==> run_1/wires.png <==
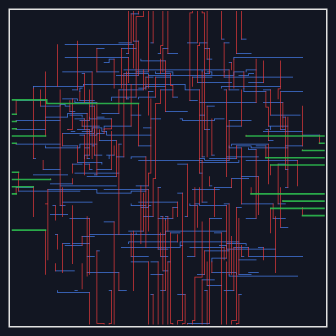
==> run_1/logic_types.png <==
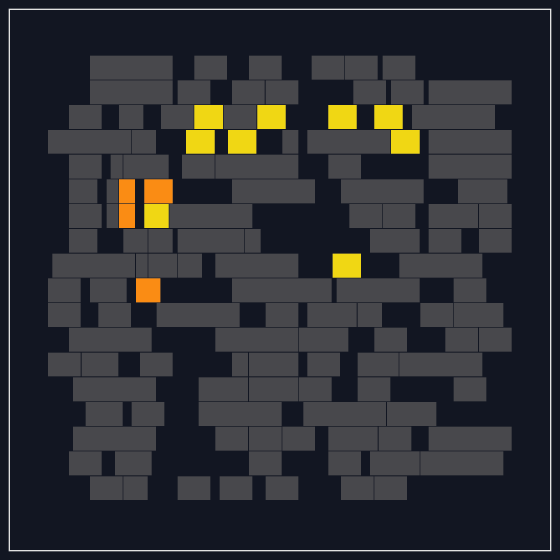
==> run_1/clk_routes.png <==
The bar under the picture is 20 um long.
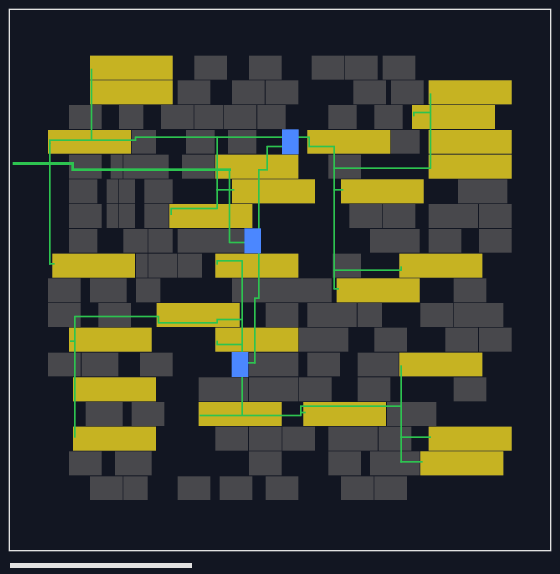
**config.mk**
```make
export PLATFORM = sky130hd
export DESIGN_NAME = pipe_stage_reg
export DESIGN_NICKNAME = d
export VERILOG_FILES = /design/src/rtl/pipe_stage_reg.sv
export SDC_FILE = /design/constraint.sdc
export NUM_CORES = 1
export LEC_CHECK = 0
export CAP_MARGIN = 30
export CORE_MARGIN = 4
export CORE_UTILIZATION = 40
export CTS_BUF_LIST = sky130_fd_sc_hd__clkbuf_2
export DETAILED_ROUTE_END_ITERATION = 12
export PLACE_DENSITY = 0.81
export SYNTH_ARGS = -nofsm -noshare
export SYNTH_HDL_FRONTEND = slang
export SYNTH_SLANG_ARGS = --single-unit
```
**constraint.sdc**
```tcl
create_clock -name clk -period 1.6 [get_ports clk]
set_input_delay 0.24 -clock clk [delete_from_list [all_inputs] [get_ports clk]]
set_output_delay 0.24 -clock clk [all_outputs]
set_load 0.005 [all_outputs]
```
**src/rtl/pipe_stage_reg.sv**
```systemverilog
// Pipeline stage register with valid/ready handshake, synchronous flush and bubble-safe control.
// Define PIPE_SKID_EN for the two-entry skid buffer with a registered in_ready.
module pipe_stage_reg #(
  parameter int unsigned DATA_W = 16,
  parameter int unsigned CTRL_W = 8
) (
  input  logic              clk,
  input  logic              rst_n,
  input  logic              flush,
  input  logic              in_valid,
  output logic              in_ready,
  input  logic [DATA_W-1:0] in_data,
  input  logic [CTRL_W-1:0] in_ctrl,
  output logic              out_valid,
  input  logic              out_ready,
  output logic [DATA_W-1:0] out_data,
  output logic [CTRL_W-1:0] out_ctrl
);

`ifdef PIPE_SKID_EN
  typedef enum logic [1:0] {
    EMPTY = 2'd0,
    ONE   = 2'd1,
    TWO   = 2'd2
  } state_t;
`else
  typedef enum logic {
    EMPTY = 1'b0,
    ONE   = 1'b1
  } state_t;
`endif

  state_t            state_q;
  logic              valid_q;
  logic [DATA_W-1:0] data_q;
  logic [CTRL_W-1:0] ctrl_q;
  logic              in_fire;
  logic              out_fire;

  assign in_fire  = in_valid & in_ready;
  assign out_fire = valid_q & out_ready;

  // ctrl_q is cleared whenever the stage empties, so an empty stage never drives control
  assign out_valid = valid_q;
  assign out_data  = data_q;
  assign out_ctrl  = ctrl_q;

`ifdef PIPE_SKID_EN
  logic              ready_q;
  logic [DATA_W-1:0] skid_data_q;
  logic [CTRL_W-1:0] skid_ctrl_q;

  // in_ready depends only on state, never on out_ready
  assign in_ready = ready_q;

  always_ff @(posedge clk or negedge rst_n) begin
    if (!rst_n) begin
      state_q     <= EMPTY;
      valid_q     <= 1'b0;
      ready_q     <= 1'b1;
      data_q      <= '0;
      ctrl_q      <= '0;
      skid_data_q <= '0;
      skid_ctrl_q <= '0;
    end else if (flush) begin
      state_q <= EMPTY;
      valid_q <= 1'b0;
      ready_q <= 1'b1;
      ctrl_q  <= '0;
    end else begin
      case (state_q)
        EMPTY: begin
          if (in_fire) begin
            state_q <= ONE;
            valid_q <= 1'b1;
            data_q  <= in_data;
            ctrl_q  <= in_ctrl;
          end
        end
        ONE: begin
          if (in_fire && out_fire) begin
            data_q <= in_data;
            ctrl_q <= in_ctrl;
          end else if (out_fire) begin
            state_q <= EMPTY;
            valid_q <= 1'b0;
            ctrl_q  <= '0;
          end else if (in_fire) begin
            state_q     <= TWO;
            ready_q     <= 1'b0;
            skid_data_q <= in_data;
            skid_ctrl_q <= in_ctrl;
          end
        end
        TWO: begin
          if (out_fire) begin
            state_q <= ONE;
            ready_q <= 1'b1;
            data_q  <= skid_data_q;
            ctrl_q  <= skid_ctrl_q;
          end
        end
        default: begin
          state_q <= EMPTY;
          valid_q <= 1'b0;
          ready_q <= 1'b1;
          ctrl_q  <= '0;
        end
      endcase
    end
  end
`else
  // Single register: accept whenever the current entry leaves this cycle
  assign in_ready = (state_q == EMPTY) | out_ready;

  always_ff @(posedge clk or negedge rst_n) begin
    if (!rst_n) begin
      state_q <= EMPTY;
      valid_q <= 1'b0;
      data_q  <= '0;
      ctrl_q  <= '0;
    end else if (flush) begin
      state_q <= EMPTY;
      valid_q <= 1'b0;
      ctrl_q  <= '0;
    end else begin
      case (state_q)
        EMPTY: begin
          if (in_fire) begin
            state_q <= ONE;
            valid_q <= 1'b1;
            data_q  <= in_data;
            ctrl_q  <= in_ctrl;
          end
        end
        ONE: begin
          if (in_fire) begin
            data_q <= in_data;
            ctrl_q <= in_ctrl;
          end else if (out_fire) begin
            state_q <= EMPTY;
            valid_q <= 1'b0;
            ctrl_q  <= '0;
          end
        end
        default: begin
          state_q <= EMPTY;
          valid_q <= 1'b0;
          ctrl_q  <= '0;
        end
      endcase
    end
  end
`endif

endmodule

```
==> results.json, run 1 <==
{
  "status": "complete, no violations",
  "fmaxAchievable_mhz": 659,
  "ys_seq_share_pct": 61.6,
  "postSynthCellCount": 64,
  "syn2layout_area_growth_pct": 62.2,
  "crit_path_max_fanout": 2,
  "drt_iter0_markers": 11,
  "rsz0062_at_grt": "no",
  "largestClassByArea": "registers",
  "most_common_cell": "dfrtp_1",
  "tap_cells": 30,
  "clock_path_buffers": 2,
  "comb_share_pct": 21.2,
  "grt_max_degree": 27,
  "ys_types": 15,
  "synthesis.area_sq_um": 1060,
  "path_clk_slew_ns": 0.23,
  "largest_area_cell": "dfrtp_1",
  "critPathCapture": "out_data[2]",
  "worstPathArrival_ns": 1.28,
  "nNetsFinal": 157,
  "overflow": 0,
  "logic_gates": 34,
  "drt_wl_total_um": 2390,
  "final_max_slew_viol_count": 0,
  "antenna_cells": 0,
  "ff2ff_path_depth": 4,
  "required_ns": 1.36,
  "fp.dieH_um": 59.4,
  "top_area_share_pct": 61.6,
  "finalPower_mw": 1.64,
  "path_class": "flip-flop to output pin",
  "crit_chain": "clkdlybuf4s50_1",
  "async_reset_ff_share_pct": 100,
  "placed_area_sq_um": 1650,
  "die_w_um": 59.4,
  "min_period_over_period_pct": 94.8,
  "cts_hold_buffers": 0,
  "nFillCells": 192,
  "antenna_found_initial": 0,
  "dpl_worst_slack_ns": -0.179,
  "cp.depth": 1,
  "p_per_area_nw_per_um2": 956,
  "buffer_area_share_pct": 35.8,
  "fin_cells": 157,
  "reg2reg_from": "state_q",
  "yosysWarningCount": 0,
  "cts_tree": "yes",
  "n_all_buffers": 62,
  "yosys_cells": 64,
  "insertion_delay_ns": 0.34,
  "sh_seq_area_pct": 38.0,
  "comb_area_sq_um": 363,
  "worst_setup_path_start_kind": "flip-flop",
  "post-cts-setup-buffers": 1,
  "avgRoutedWirePerCell_um": 15.2,
  "lay_top_count": "clkdlybuf4s50_1",
  "fp-utilization_pct": 42.2,
  "crit_slowest_cell": "clkdlybuf4s50_1",
  "cts_made_buffers": 3,
  "post_cts_resized": 2,
  "min_period_ns": 1.52,
  "avgViaCountPerCell": 4.82
}
Back to the opening pictures, wires.png:
legend:
  red:
    layer: metal 2
    wire_length: 1350 um
  blue:
    layer: metal 1
    wire_length: 910 um
  green:
    layer: metal 3
    wire_length: 128 um

Back to the opening pictures, logic_types.png:
legend:
  yellow:
    family: non-inverting ao/oa cells
    cells: 9
    most_used: a22o_1
    where: top middle
  orange:
    family: aoi and oai cells
    cells: 4

Back to the opening pictures, clk_routes.png:
legend:
  green:
    item: clock wires
    length: 276 um
  yellow:
    item: flip-flops
    count: 26
  blue:
    item: clock drivers
    count: 3
routed clock nets: 4

[run 1: metal layers]
layer  track usage (%)  wire length (um)
met1              16.1               910
met2              25.7              1350
met3              3.49               128
met4              5.83                 0
met5                 0                 0
[run 1: flip-flops by register name, indices dropped and copies added (netlist names)]
signal / count
out_ctrl: 8
state_q: 1
out_valid: 1
out_data: 16
[run 1: kinds of logic after synthesis]
family / after synthesis / share of synthesized area [%]
simple gates: 5 / 3.20
buf+inv: 4 / 4.38
compound gates: 13 / 9.48
mux: 16 / 21.3
flops: 26 / 61.6
[run 1: where the power goes]
group / switching, mW / internal, mW
registers: 0.0488 / 0.743
logic: 0.119 / 0.321
clock network: 0.190 / 0.215
## Run 2: what changed since run 1
--- a/config.mk
+++ b/config.mk
@@ -7,10 +7,11 @@
 export LEC_CHECK = 0
 export CAP_MARGIN = 30
 export CORE_MARGIN = 4
-export CORE_UTILIZATION = 40
+export CORE_UTILIZATION = 55
 export CTS_BUF_LIST = sky130_fd_sc_hd__clkbuf_2
 export DETAILED_ROUTE_END_ITERATION = 12
-export PLACE_DENSITY = 0.81
+export DONT_BUFFER_PORTS = 1
+export PLACE_DENSITY = 0.7
 export SYNTH_ARGS = -nofsm -noshare
 export SYNTH_HDL_FRONTEND = slang
 export SYNTH_SLANG_ARGS = --single-unit
==> constraint.sdc (replaced) <==
create_clock -name clk -period 1.6 [get_ports clk]
set_input_delay 0.4 -clock clk [delete_from_list [all_inputs] [get_ports clk]]
set_output_delay 0.4 -clock clk [all_outputs]
set_load 0.005 [all_outputs]
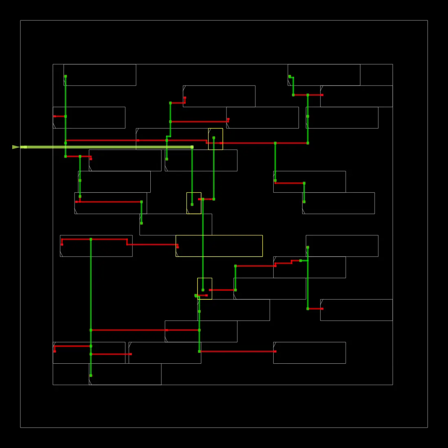
(run_2/clocks.png)
clk_lat worst skew: 0.33 ns
cts bufs inserted: 3
registers: 26
Clock Skew: 0.00119 ns
final-layout clock buffer total: 3

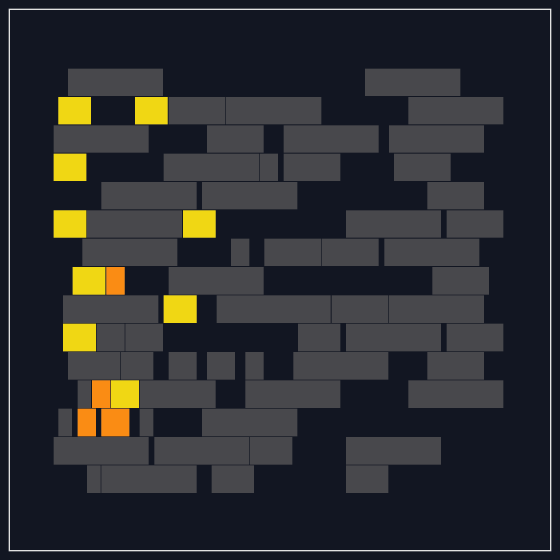
(run_2/logic_types.png)
legend:
  yellow:
    family: non-inverting ao/oa cells
    cells: 9
    most_used: a22o_1
  orange:
    family: aoi and oai cells
    cells: 4
    most_used: a21oi_1
    where: bottom left

==> run 2 against run 1 <==
Compared with the run above: first-iteration DRC count down 73%; register-to-register slack got worse by 0.02 ns; clock skew down 0.0015 ns; critical endpoint is now out_data[11]; count of clock-buffer cells in the layout unchanged; largest power group unchanged; routed wire length decreased by 21%.
==> results.json, run 2 <==
{
  "critPathCapture": "out_data[11]",
  "avgRoutedWirePerCell_um": 19.9,
  "largestPowerGroup": "sequential cells",
  "vdd_drop_max_mv": 0.602,
  "wl_met3_um": 261,
  "yosys_cells": 64,
  "lay_top_count": "dfrtp_1",
  "cts_hold_buffers": 2,
  "syn2layout_area_growth_pct": 8.18,
  "async_reset_ff_share_pct": 100,
  "seq_power_mw": 0.816,
  "rsz0062_at_grt": "no",
  "grtUsageMet3_pct": 6.88,
  "top_area_share_pct": 61.6,
  "antenna_cells": 0,
  "post-cts-setup-buffers": 0,
  "avgViaCountPerCell": 5.83,
  "synthesis.area_sq_um": 1060,
  "min_from": "flush",
  "largest_area_cell": "dfrtp_1",
  "ff_type": "dfrtp_1",
  "nFillCells": 135,
  "leakage_nw": 0.543,
  "worst_setup_path_start_kind": "flip-flop",
  "rrSetupSlack_ns": 0.18,
  "required_ns": 1.85,
  "clkPwrFrac_pct": 28.7,
  "fin_cells": 95,
  "grt_max_degree": 27,
  "combPwrFrac_pct": 12.5,
  "largest_reg_flops": 16,
  "postSynthCellCount": 64,
  "min_period_ns": 1.42,
  "ff2ff_path_depth": 4,
  "drt_wl_total_um": 1890,
  "crit_chain": "nand2b_4 -> and3b_1 -> buf_4 -> mux2_2",
  "reg2reg_from": "state_q",
  "dpl_worst_slack_ns": 0.191,
  "fp-utilization_pct": 59.9,
  "wl_met1_um": 746,
  "busiest_layer": "met2",
  "path_class": "flip-flop to flip-flop",
  "drt_iter0_markers": 3,
  "ys_seq_share_pct": 61.6,
  "placed_area_sq_um": 1070,
  "overflow": 0,
  "yosysWarningCount": 0,
  "min_period_over_period_pct": 89.0,
  "ys_types": 15,
  "clk-power_mw": 0.399,
  "top_layer": "met3",
  "nNetsFinal": 100,
  "setup_slack_ns": 0.176,
  "num_vias": 554,
  "wl_met2_um": 882,
  "final_max_slew_viol_count": 0,
  "clock_path_buffers": 2,
  "postLayoutCellArea_sq_um": 1140,
  "die_w_um": 51.8,
  "grt_use_met1_pct": 19.0,
  "power_switching_mw": 0.313,
  "p_sw_share_pct": 22.6,
  "p_per_area_nw_per_um2": 1220,
  "slew_headroom_pct": 84.7,
  "worstPathArrival_ns": 1.68,
  "crit_path_max_fanout": 11,
  "comb-power_mw": 0.174,
  "path_clk_slew_ns": 0.23,
  "crit_slowest_cell": "dfrtp_1",
  "fp.dieH_um": 51.8,
  "antenna_found_initial": 0,
  "fmaxAchievable_mhz": 702,
  "most_common_cell": "dfrtp_1",
  "seqPwrFrac_pct": 58.7,
  "cp.depth": 4,
  "grtUsageMet2_pct": 22.0,
  "cts_tree": "yes",
  "internal_power_mw": 1.08,
  "status": "complete, no violations",
  "post_cts_resized": 0,
  "finalPower_mw": 1.39
}
==> run 2: layout make-up <==
| type | count | area [sq um] | share of cell area [%] |
|---|---|---|---|
| Tap cell | 25 | 31.3 | 2.74 |
| Multi-Input combinational cell | 34 | 359 | 31.4 |
| Clock inverter | 1 | 30.0 | 2.63 |
| Timing Repair Buffer | 5 | 52.6 | 4.60 |
| Sequential cell | 26 | 651 | 57.0 |
| Inverter | 1 | 3.75 | 0.329 |
| Clock buffer | 3 | 15.0 | 1.31 |
==> run 2: kinds of logic after synthesis <==
logic type	share of synthesized area, %
DFF	61.6
muxes	21.3
AOI/OAI and AO/OA	9.48
and+or+nand+nor	3.20
buffers and inverters	4.38
Power figures rest on the tool's default switching activity, not on a simulated workload.
